===== src/rtl/scoreboard_display_sequencer.sv =====
// Rotating scoreboard display sequencer: blinks "P<n>" for each player, then shows
// that player's score, with hold, skip and digit sanitising.
module scoreboard_display_sequencer #(
    parameter int NUM_PLAYERS  = 2,
    parameter int BLINK_TIME   = 500,
    parameter int DISPLAY_TIME = 2000,
    parameter int BLINK_COUNT  = 3,
    parameter int TIMER_W      = 12
) (
    input  logic                     clk_1khz,
    input  logic                     rst_ni,
    input  logic [4*NUM_PLAYERS-1:0] score_tens_i,
    input  logic [4*NUM_PLAYERS-1:0] score_ones_i,
    input  logic                     hold_i,
    input  logic                     skip_i,
    output logic [3:0]               tens_o,
    output logic [3:0]               ones_o,
    output logic [2:0]               active_o,
    output logic                     new_player_o
);

    localparam int FLASH_W = (BLINK_COUNT > 1) ? $clog2(BLINK_COUNT) : 1;
    localparam logic [TIMER_W-1:0] BLINK_LAST   = TIMER_W'(BLINK_TIME - 1);
    localparam logic [TIMER_W-1:0] DISPLAY_LAST = TIMER_W'(DISPLAY_TIME - 1);
    localparam logic [FLASH_W-1:0] FLASH_LAST   = FLASH_W'(BLINK_COUNT - 1);
    localparam logic [2:0]         PLAYER_LAST  = 3'(NUM_PLAYERS - 1);
    localparam logic [3:0]         CODE_BLANK   = 4'd10;
    localparam logic [3:0]         CODE_P       = 4'd11;

    typedef enum logic [1:0] {BLINK_ON, BLINK_OFF, SCORE} phase_t;

    phase_t               phase_q, phase_d;
    logic [2:0]           player_q, player_d, player_next;
    logic [FLASH_W-1:0]   flash_q, flash_d;
    logic [TIMER_W-1:0]   timer_q, timer_d;
    logic [3:0]           tens_d, ones_d, tens_raw, ones_raw;
    logic                 new_player_d;

    function automatic logic [3:0] sanitize(input logic [3:0] digit);
        return (digit > 4'd9) ? CODE_BLANK : digit;
    endfunction

    always_comb begin
        phase_d      = phase_q;
        player_d     = player_q;
        flash_d      = flash_q;
        timer_d      = timer_q;
        new_player_d = 1'b0;
        player_next  = (player_q == PLAYER_LAST) ? 3'd0 : player_q + 3'd1;

        // Skip overrides both the timer and hold, advancing exactly one player.
        if (skip_i) begin
            phase_d      = BLINK_ON;
            player_d     = player_next;
            flash_d      = '0;
            timer_d      = '0;
            new_player_d = 1'b1;
        end else begin
            case (phase_q)
                BLINK_ON: begin
                    if (timer_q == BLINK_LAST) begin
                        phase_d = BLINK_OFF;
                        timer_d = '0;
                    end else begin
                        timer_d = timer_q + 1'b1;
                    end
                end
                BLINK_OFF: begin
                    if (timer_q == BLINK_LAST) begin
                        timer_d = '0;
                        if (flash_q == FLASH_LAST) begin
                            phase_d = SCORE;
                            flash_d = '0;
                        end else begin
                            phase_d = BLINK_ON;
                            flash_d = flash_q + 1'b1;
                        end
                    end else begin
                        timer_d = timer_q + 1'b1;
                    end
                end
                default: begin
                    if (!hold_i) begin
                        if (timer_q == DISPLAY_LAST) begin
                            phase_d      = BLINK_ON;
                            player_d     = player_next;
                            timer_d      = '0;
                            new_player_d = 1'b1;
                        end else begin
                            timer_d = timer_q + 1'b1;
                        end
                    end
                end
            endcase
        end

        // Outputs are decoded from the next state so they register on the same edge.
        tens_raw = '0;
        ones_raw = '0;
        for (int p = 0; p < NUM_PLAYERS; p++) begin
            if (player_d == 3'(p)) begin
                tens_raw = score_tens_i[4*p +: 4];
                ones_raw = score_ones_i[4*p +: 4];
            end
        end

        case (phase_d)
            BLINK_ON: begin
                tens_d = CODE_P;
                ones_d = {1'b0, player_d} + 4'd1;
            end
            BLINK_OFF: begin
                tens_d = CODE_BLANK;
                ones_d = CODE_BLANK;
            end
            default: begin
                tens_d = sanitize(tens_raw);
                ones_d = sanitize(ones_raw);
            end
        endcase
    end

    always_ff @(posedge clk_1khz or negedge rst_ni) begin
        if (!rst_ni) begin
            phase_q      <= BLINK_ON;
            player_q     <= '0;
            flash_q      <= '0;
            timer_q      <= '0;
            tens_o       <= CODE_P;
            ones_o       <= 4'd1;
            new_player_o <= 1'b0;
        end else begin
            phase_q      <= phase_d;
            player_q     <= player_d;
            flash_q      <= flash_d;
            timer_q      <= timer_d;
            tens_o       <= tens_d;
            ones_o       <= ones_d;
            new_player_o <= new_player_d;
        end
    end

    assign active_o = player_q;

endmodule


===== config.mk =====
export PLATFORM = sky130hd
export DESIGN_NAME = scoreboard_display_sequencer
export DESIGN_NICKNAME = d
export VERILOG_FILES = /design/src/rtl/scoreboard_display_sequencer.sv
export SDC_FILE = /design/constraint.sdc
export NUM_CORES = 1
export LEC_CHECK = 0
export ABC_CLOCK_PERIOD_IN_PS = 3900
export CAP_MARGIN = 40
export CORE_UTILIZATION = 45
export CTS_CLUSTER_DIAMETER = 30
export DETAILED_ROUTE_END_ITERATION = 8
export PLACE_DENSITY = 0.77
export SLEW_MARGIN = 20
export SYNTH_ARGS = -nofsm -noshare
export SYNTH_HDL_FRONTEND = slang
export SYNTH_SLANG_ARGS = --single-unit

===== constraint.sdc =====
create_clock -name clk_1khz -period 3.9 [get_ports clk_1khz]
set_clock_uncertainty 0.1 [all_clocks]
set_input_delay 0.78 -clock clk_1khz [delete_from_list [all_inputs] [get_ports clk_1khz]]
set_output_delay 0.78 -clock clk_1khz [all_outputs]
set_load 0.02 [all_outputs]

Run 1, cell outlines without signal wires:
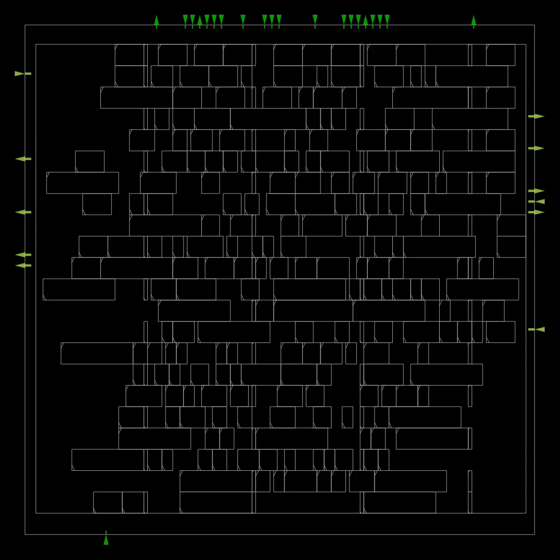
seq_cells: 28
layout filler cell count: 357

Run 1, gate families picked out:
Bar = 20 µm.
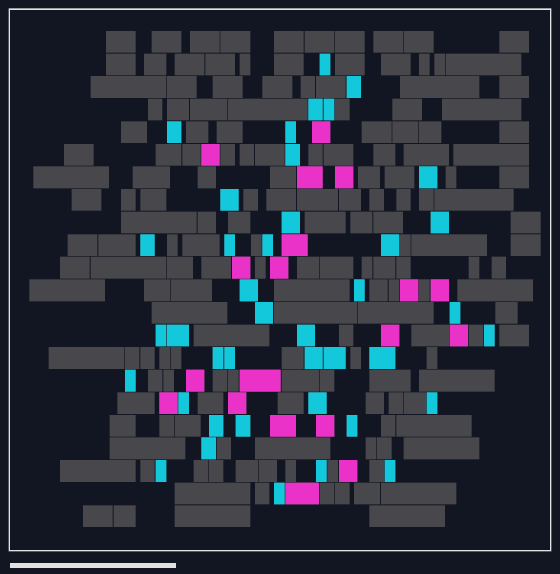
- AND and OR gates: magenta (cells 19)
- NAND gates: cyan (cells 40)

Run 1, placement density heat map:
7 x 7 tiles, from black (low) to pale yellow (high), 0 to 100% covered.
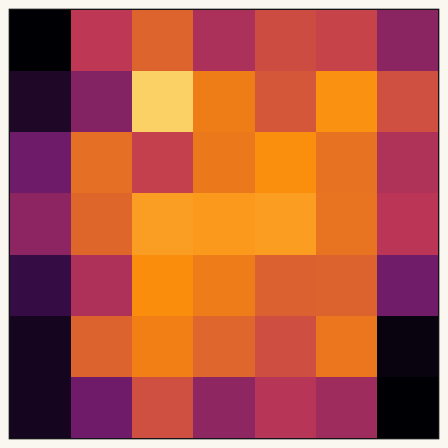
- tiles over 75% full: 14%
- nearly empty tiles: 4.1%
- densest ninth of the die: centre
- fullest tile: 90%
- mean over tiles: 51%

Run 1, wires at chosen ports, followed through buffers:
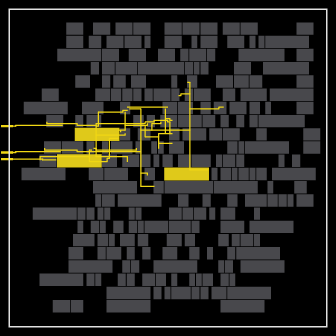
- `active_o`: yellow (bits 3; direction output; end cells 3; buffers 3; wire 251 µm)

==> run notes, run 1 <==
Physical design

The fraction of the mapped netlist area in simple logic gates stands at 26.80%. The global routing report lists combined usage of all routing layers as 20.67%. Combinational logic is responsible for 41.5% of the overall power. The worst setup path is launched from an input pin. The end-of-flow timing check tallies setup violations at 0.

By startpoint and endpoint, the worst setup path is classified as input pin to flop. The global routing report lists met3 layer usage as 4.754%. The area occupied by multi-input gates stands at 1026 µm². Among all cell classes, the greatest summed area belongs to logic gates. The average cell area after synthesis stands at 9.122 µm².

The analysis reports a worst IR drop on VDD of 0.4544 mV. The sequential element share of the synthesized area stands at 39.47%. Looking at the gate-level netlist, the highest instance count belongs to dfrtp_1. The buffer_ports step reported a buffer count of 31. The I/O pin count stands at 32. Per the STA report, the cell with the highest stage delay on the worst path is clkdlybuf4s50_1.

The fraction of power consumed by the clock network stands at 18.3%. The placeable core area stands at 3744 µm². The total routed wirelength stands at 4007 µm. 155 cells are multi-input combinational gates. The height of the chip stands at 65.04 µm. The chip area stands at 4230 µm². The source-to-sink clock delay at the later pin of the worst-skew pair stands at 0.29 ns. STA classifies the critical path endpoint as a flop.

Once placement completed, the tool counted placed cells totaling 272. After layout the clock buffers and inverters come to 2.048% of cell area. The cell row count stands at 22. The area share of xor/xnor cells in the synthesized design stands at 1.959%. The power dissipated in the clock network stands at 0.166 mW.

The finished layout holds 276 standard cells, fillers aside. For met1 alone, demand over resource in global routing was 29.15%. Multi-input gates account for 46.64% of the area. The flow inserted 48 tap cells. Gates resized during post-CTS repair numbered 0. Before placement the cells fill 47.76% of the core. The delay of the slowest critical-path stage stands at 0.47 ns.

The synthesized netlist contains 56 unique library cells. The number of H-tree levels stands at 1. Ranked by flip-flop count, first place goes to timer_q.

The share of layout cells above drive strength 1 stands at 10.96%. The number of warnings issued by yosys stands at 0. The internal power of the cells stands at 0.5688 mW. The clock sink count stands at 28. The launch point of the critical path was reported as hold_i. The script reports the combined buffer and inverter count of the critical path as 1. The ratio of routed vias to standard cells stands at 5.699. STA reports a reg2reg setup slack of 0.58 ns. The run finished with clean final reports. The pin slew with the least headroom to its limit stands at 0.6680 ns. For this run, the script counts the antenna cells in the layout as 0. The synthesized netlist net count stands at 219. The number of enable-type register cells in the synthesized netlist stands at 0. Summing the areas of all fa, ha and maj instances in the mapped netlist gives 2.099% of the synthesized area. The script extracted a net switching power of 0.3398 mW.
-- run 1: how the worst max path moves through the flow --
stage          slack, ns             endpoint  depth (start not counted)
2_1_floorplan       0.46  ones_o[2]$_DFF_PN0_                         12
3_3_place_gp        0.11  ones_o[2]$_DFF_PN0_                         11
3_5_place_dp       0.003  ones_o[2]$_DFF_PN0_                         11
4_1_cts             0.30  ones_o[2]$_DFF_PN0_                         11
5_1_grt             0.08  ones_o[2]$_DFF_PN0_                         11
6_report            0.27  ones_o[2]$_DFF_PN0_                         11
-- run 1: through the flow --
stage / util, % / hold WS, ns
6_report: 58.76 / 0.4385
5_1_grt: 58.76 / 0.4575
4_1_cts: 58.76 / 0.4435
3_5_place_dp: 57.55 / 0.4218
3_3_place_gp: 57.55 / 0.4118
2_1_floorplan: - / 0.3824
==> run 2: changes to the inputs <==
--- a/config.mk
+++ b/config.mk
@@ -11,6 +11,7 @@
 export CTS_CLUSTER_DIAMETER = 30
 export DETAILED_ROUTE_END_ITERATION = 8
 export PLACE_DENSITY = 0.77
+export RECOVER_POWER = 100
 export SLEW_MARGIN = 20
 export SYNTH_ARGS = -nofsm -noshare
 export SYNTH_HDL_FRONTEND = slang
Run 2, placement density heat map:
7 x 7 tiles, from black (low) to pale yellow (high), 0 to 100% covered.
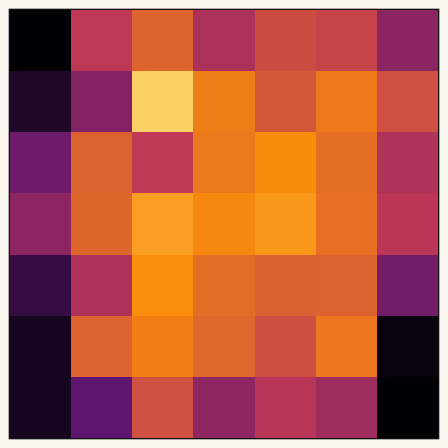
- tiles over 75% full: 10%
- mean over tiles: 50%
- fullest tile: 90%

==> run 2 against run 1 <==
Cell count is the same; die size is the same; the flow now finishes with violations (capacitance limit, slew limit); final area shrank 1.1%; combinational power shrank 5.3%; count of clock-buffer cells in the layout is the same; first-iteration DRC count grew 22%; total power shrank 2.4%; clock power is essentially flat; highest routed layer unchanged; setup slack gained 0.023 ns.
==> run notes, run 2 <==
Physical design

The delay of the slowest critical-path stage stands at 0.47 ns. The power dissipated in the clock network stands at 0.166 mW. The count of final max-slew check failures stands at 29. The aggregate global-route resource usage stands at 20.67%. The post-route netlist has 8.333% of its cells at a drive strength greater than 1. The internal power of the cells stands at 0.5556 mW. The chip area stands at 4230 µm².

The most critical setup path has its startpoint at hold_i. The cell count along the critical path stands at 11. Counting flops per register, the top entry is timer_q. Yosys mapped a number of flops with a built-in enable equal to 0. After the flow finishes, the layout carries non-filler instances totaling 276. The largest individual stage delay along the critical path comes from the cell clkdlybuf4s50_1.

In the final layout, the fill cell count is 365. For reference, the most critical setup path is categorized as input pin to flop. The number of H-tree levels stands at 1. The die is 65.04 µm tall.

The number of warnings issued by yosys stands at 0. The synthesis stats list as the most numerous cell dfrtp_1. In the Yosys report, the sequential cells make up 39.47% of the chip area. Cells fill 58.09% of the core in the end.

STA reports a reg2reg setup slack of 0.61 ns. STA classifies the critical path startpoint as an input pin. The area share of fa/ha/maj cells after synthesis stands at 2.099%. For this design, the sink count on the clock tree is 28. The checks that failed: capacitance limit, slew limit.

The cell row count stands at 22. After clock tree synthesis, the repair step resized 0 gates. The worst setup path is captured at a flop. The total routed wirelength stands at 3974 µm. The number of maximum-capacitance constraint violations stands at 1. Per STA, the endpoint of the critical path is ones_o[2]$_DFF_PN0_. The placement report lists the number of port buffers as 31.

The starting density of the core stands at 47.76%. The worst-case vdd ir drop stands at 0.4438 mV. The number of instances in the placed design stands at 272.

The core region is 3744 µm². The number of endpoints failing setup at the final stage stands at 0. At the pin with the least slew margin, the transition time is 1.514 ns. The skew report gives the latency at the later pin of the worst-skew pair as 0.29 ns. The average cell area after synthesis stands at 9.122 µm². The flow ran to the end, but the final reports show violations.
Run 2, wires at chosen ports, followed through buffers:
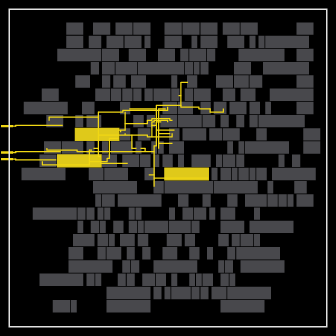
- `active_o`: yellow (bits 3; direction output; end cells 3; buffers 3; wire 242 µm)

-- run 2: final cells by class --
cell class	instances	area (µm²)	share of cell area, %
multi-input cells	155	1012	46.55
clock buffers	4	45.04	2.071
repair buffers	35	329.1	15.13
flip-flops and latches	28	705.7	32.45
inverters	6	22.52	1.036
well taps	48	60.06	2.762
-- run 2: cells by family after synthesis --
group,Yosys count
mux,7
flops,28
buf+inv,13
xor+xnor,4
compound gates,55
simple gates,86
fa+ha+maj,3
-- run 2: per-layer routing --
| layer | GRT usage, % | share of wire, % | vias to the layer above |
|---|---|---|---|
| li1 | - | - | 784 |
| met1 | 29.15 | 51 | 753 |
| met2 | 31.51 | 44 | 33 |
| met3 | 4.754 | 3.7 | 5 |
| met4 | 5.707 | 0.91 | 0 |
| met5 | 0 | 0 | - |
Power is estimated from default activity; no workload was simulated.
